Figure 1. Cells colored by class.
Fill, decap, tap and diode cells in gray.
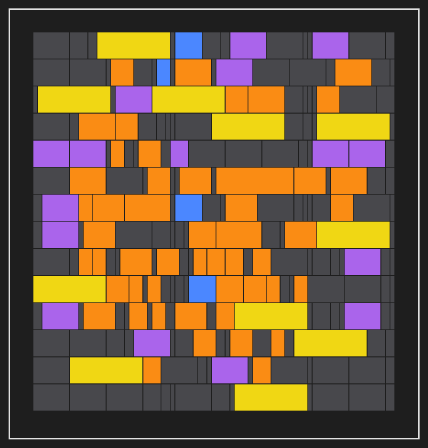
Figure 2. Routed metal, one color a layer.
The bar under the picture is 10 um long. Two of the layers only.
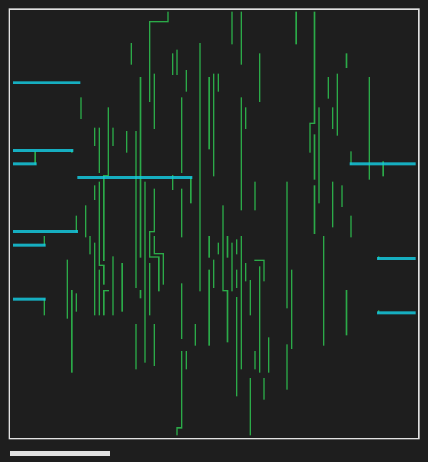
Figure 3. Sequential cells grouped by signal name.
Other sequential cells in the stronger gray, the rest of the logic in the fainter gray.
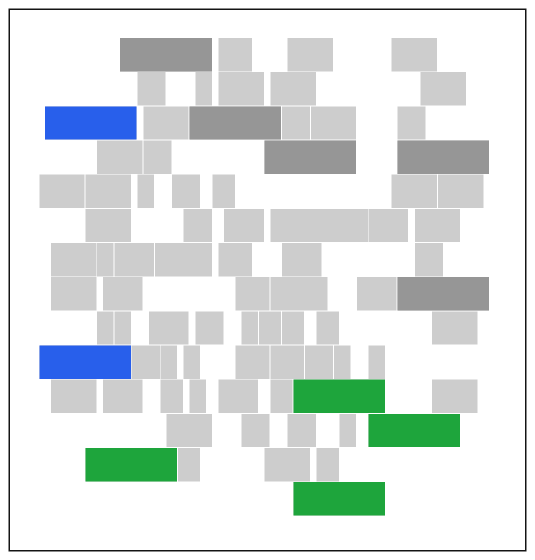
Figure 4. Cell outlines without signal wires.
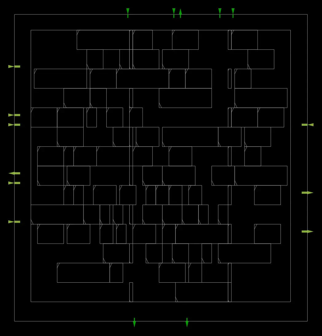
File: src/rtl/cntr_ctrl_pkg.sv
// Shared types and constants for the cntr_ctrl counter controller.
package cntr_ctrl_pkg;

   // Default counter width in bits. The legal range is 2..16.
   localparam int DEFAULT_WIDTH = 4;

   // Controller states.
   typedef enum logic [1:0] {
      ST_IDLE = 2'd0,
      ST_RUN  = 2'd1,
      ST_HOLD = 2'd2,
      ST_DONE = 2'd3
   } state_t;

endpackage : cntr_ctrl_pkg

File: src/rtl/cntr_core.sv
// WIDTH-bit synchronous up-counter with clear, enable and terminal-count compare.
// At terminal count an enabled step either wraps to 0 (i_wrap=1) or holds.
module cntr_core
   import cntr_ctrl_pkg::*;
#(
   parameter int WIDTH = DEFAULT_WIDTH
) (
   input  logic             clk,
   input  logic             rstn,
   input  logic             i_clr,
   input  logic             i_en,
   input  logic             i_wrap,
   input  logic [WIDTH-1:0] i_tc,
   output logic [WIDTH-1:0] o_count,
   output logic             o_at_tc
);

   logic [WIDTH-1:0] r_count;
   logic             w_at_tc;

   assign w_at_tc = (r_count == i_tc);

   // Counter register: clear wins over enable; step, wrap or hold at terminal count.
   always_ff @(posedge clk) begin
      // NOTE: reset is synchronous, so it is just the highest-priority branch inside the clocked block.
      if (!rstn) begin
         // NOTE: sequential state uses non-blocking assignments so every register samples pre-edge values.
         r_count <= '0;
      end else if (i_clr) begin
         r_count <= '0;
      end else if (i_en) begin
         if (w_at_tc) begin
            if (i_wrap) r_count <= '0;
         end else begin
            r_count <= r_count + WIDTH'(1);
         end
      end
   end

   assign o_count = r_count;
   assign o_at_tc = w_at_tc;

endmodule : cntr_core

File: src/rtl/cntr_ctrl.sv
// Counter controller: IDLE/RUN/HOLD/DONE FSM around a cntr_core up-counter.
// Input priority is stop > start > hold. done is a registered one-cycle pulse.
// Optional feature: define CNTR_CTRL_PRESCALE_EN to add the 4-bit prescaler
// and the presc port; otherwise the counter steps every cycle.
module cntr_ctrl
   import cntr_ctrl_pkg::*;
#(
   parameter int WIDTH = DEFAULT_WIDTH
) (
   input  logic             clk,
   input  logic             rstn,
   input  logic             start,
   input  logic             stop,
   input  logic             hold,
   input  logic             auto_reload,
   input  logic [WIDTH-1:0] tc_val,
`ifdef CNTR_CTRL_PRESCALE_EN
   input  logic [3:0]       presc,
`endif
   output logic [WIDTH-1:0] count,
   output logic             busy,
   output logic             done
);

   state_t           r_state;
   state_t           w_state_nxt;
   logic [WIDTH-1:0] r_tc_lat;
   logic             r_done;
   logic             w_done_nxt;
   logic             w_clr;
   logic             w_latch;
   logic             w_step;    // a live counting cycle: RUN/HOLD with hold released
   logic             w_tick;
   logic             w_en;
   logic             w_at_tc;

   // State register, terminal-count latch and done pulse register.
   always_ff @(posedge clk) begin
      if (!rstn) begin
         r_state  <= ST_IDLE;
         r_tc_lat <= '0;
         r_done   <= 1'b0;
      end else begin
         r_state <= w_state_nxt;
         r_done  <= w_done_nxt;
         if (w_latch) r_tc_lat <= tc_val;
      end
   end

   // Next-state and counter control decode, stop > start > hold.
   always_comb begin
      // NOTE: every output of this block gets a default first, so no path can infer a latch.
      w_state_nxt = r_state;
      w_clr       = 1'b0;
      w_latch     = 1'b0;
      w_step      = 1'b0;
      w_done_nxt  = 1'b0;
      if (stop) begin
         w_state_nxt = ST_IDLE;
         w_clr       = 1'b1;
      end else if (start) begin
         w_state_nxt = ST_RUN;
         w_clr       = 1'b1;
         w_latch     = 1'b1;
      end else begin
         case (r_state)
            ST_RUN, ST_HOLD: begin
               // A cycle with hold=1 is frozen; a cycle with hold=0 counts, including
               // the one leaving HOLD, so a hold of N cycles delays the sequence by N.
               if (hold) begin
                  w_state_nxt = ST_HOLD;
               end else begin
                  w_state_nxt = ST_RUN;
                  w_step      = 1'b1;
                  if (w_tick && w_at_tc) begin
                     w_done_nxt = 1'b1;
                     // auto_reload is sampled live at the terminal tick.
                     if (!auto_reload) w_state_nxt = ST_DONE;
                  end
               end
            end
            default: begin
               // IDLE and DONE wait for start or stop.
            end
         endcase
      end
   end

   assign w_en = w_step & w_tick;

`ifdef CNTR_CTRL_PRESCALE_EN
   logic [3:0] r_psc;

   assign w_tick = (r_psc == presc);

   // Prescaler: cleared on start, frozen outside counting cycles, wraps after a tick.
   always_ff @(posedge clk) begin
      if (!rstn) begin
         r_psc <= 4'd0;
      end else if (!stop && start) begin
         r_psc <= 4'd0;
      end else if (w_step) begin
         r_psc <= w_tick ? 4'd0 : r_psc + 4'd1;
      end
   end
`else
   assign w_tick = 1'b1;
`endif

   cntr_core #(
      .WIDTH (WIDTH)
   ) u_core (
      .clk     (clk),
      .rstn    (rstn),
      .i_clr   (w_clr),
      .i_en    (w_en),
      .i_wrap  (auto_reload),
      .i_tc    (r_tc_lat),
      .o_count (count),
      .o_at_tc (w_at_tc)
   );

   assign busy = (r_state == ST_RUN) || (r_state == ST_HOLD);
   assign done = r_done;

endmodule : cntr_ctrl

File: config.mk
export PLATFORM = sky130hd
export DESIGN_NAME = cntr_ctrl
export DESIGN_NICKNAME = d
export VERILOG_FILES = /design/src/rtl/cntr_ctrl_pkg.sv /design/src/rtl/cntr_core.sv /design/src/rtl/cntr_ctrl.sv
export SDC_FILE = /design/constraint.sdc
export NUM_CORES = 1
export LEC_CHECK = 0
export CAP_MARGIN = 20
export CORE_AREA = 2 2 39 41
export CTS_CLUSTER_SIZE = 24
export DETAILED_ROUTE_END_ITERATION = 12
export DIE_AREA = 0 0 41 43
export GPL_TIMING_DRIVEN = 0
export PLACE_DENSITY_LB_ADDON = 0.15
export SLEW_MARGIN = 20
export SYNTH_ARGS = -nofsm -noshare
export SYNTH_HDL_FRONTEND = slang
export SYNTH_HIERARCHICAL = 1
export SYNTH_SLANG_ARGS = --single-unit
File: constraint.sdc
create_clock -name clk -period 2.4 [get_ports clk]
set_input_delay 0.48 -clock clk [delete_from_list [all_inputs] [get_ports clk]]
set_output_delay 0.48 -clock clk [all_outputs]
set_load 0.01 [all_outputs]
==> run summary <==
Implementation results. The flow ran to the end, and the final reports show no timing, DRC or antenna violations. Transition at the pin with the smallest max-transition slack landed at 0.445 ns. Overall routing resource usage recorded by global route was 15.0%.

Once the clock tree was built, the resizer swapped 0 gates to a different size. Among cell families on the critical path, the largest total delay comes from buffers and inverters. Looking at the clock tree report, the H-tree level count equals 1. Violation tally from detailed-route iteration zero landed at 6. Per the cell usage report, the commonest logic cells after layout are sky130_fd_sc_hd__clkdlybuf4s50_1, sky130_fd_sc_hd__dfxtp_1, sky130_fd_sc_hd__xor2_1, sky130_fd_sc_hd__nor2b_1, sky130_fd_sc_hd__inv_1.

The final layout report lists a filler cell count of 140. Number of clock sinks landed at 11. For the worst flop-to-flop path, the logic depth is 4. The startpoint identified for the worst hold timing path is r_tc_lat[0]$_SDFFE_PN0P_. Routed wirelength normalized by instance count landed at 10.9 um. Count of unresolved DRC violations after routing landed at 0.

Summing internal, switching and leakage power gives 371 uW. The cell-mix breakdown from Yosys lists the adder-cell area share as 3.90%. Final total negative setup slack landed at 0 ns. Multi-input logic portion of the cell area landed at 42.6%. On met2, the global router reports a usage of 20.9%. Total number of vias landed at 479. Power dissipated in combinational cells landed at 52.9 uW. OpenROAD emitted warnings numbering 26.

Leakage power landed at 0.000325 uW. By area the synthesized netlist is led by sky130_fd_sc_hd__dfxtp_1, sky130_fd_sc_hd__xor2_1, sky130_fd_sc_hd__mux2i_1. Via count of the first global-routing pass landed at 439.

Max-cap violations in this run came to 0. Per the area breakdown, the dominant cell category is combinational gates. The flow reports that combinational logic draws 14.2% of the design power.
Back to the opening pictures, Figure 1:
Key: remaining buffers and delay cells = purple [cells 16, share of their area 21%]; clock drivers and dummy loads = blue [cells 4, share of their area 3.5%]; combinational and other logic = orange [cells 50, share of their area 47%]; sequential cells = yellow [cells 11, share of their area 29%]

Back to the opening pictures, Figure 2:
Key: metal 2 = green [wire length 507 um]; metal 3 = cyan [wire length 51.2 um]

Back to the opening pictures, Figure 3:
Key: `r_state` = blue [flops 2]; `u_core/o_count` = green [flops 4]
Another 5 sequential cells are not colored.

Back to the opening pictures, Figure 4:
number of cells in the finished layout apart from fillers: 97
sequential share of cell area: 28.5%
final standard cell utilization of the core: 55.9%
row cnt: 14
Core ar.: 0.00138 sq mm

Power and IR drop assume default switching activity.
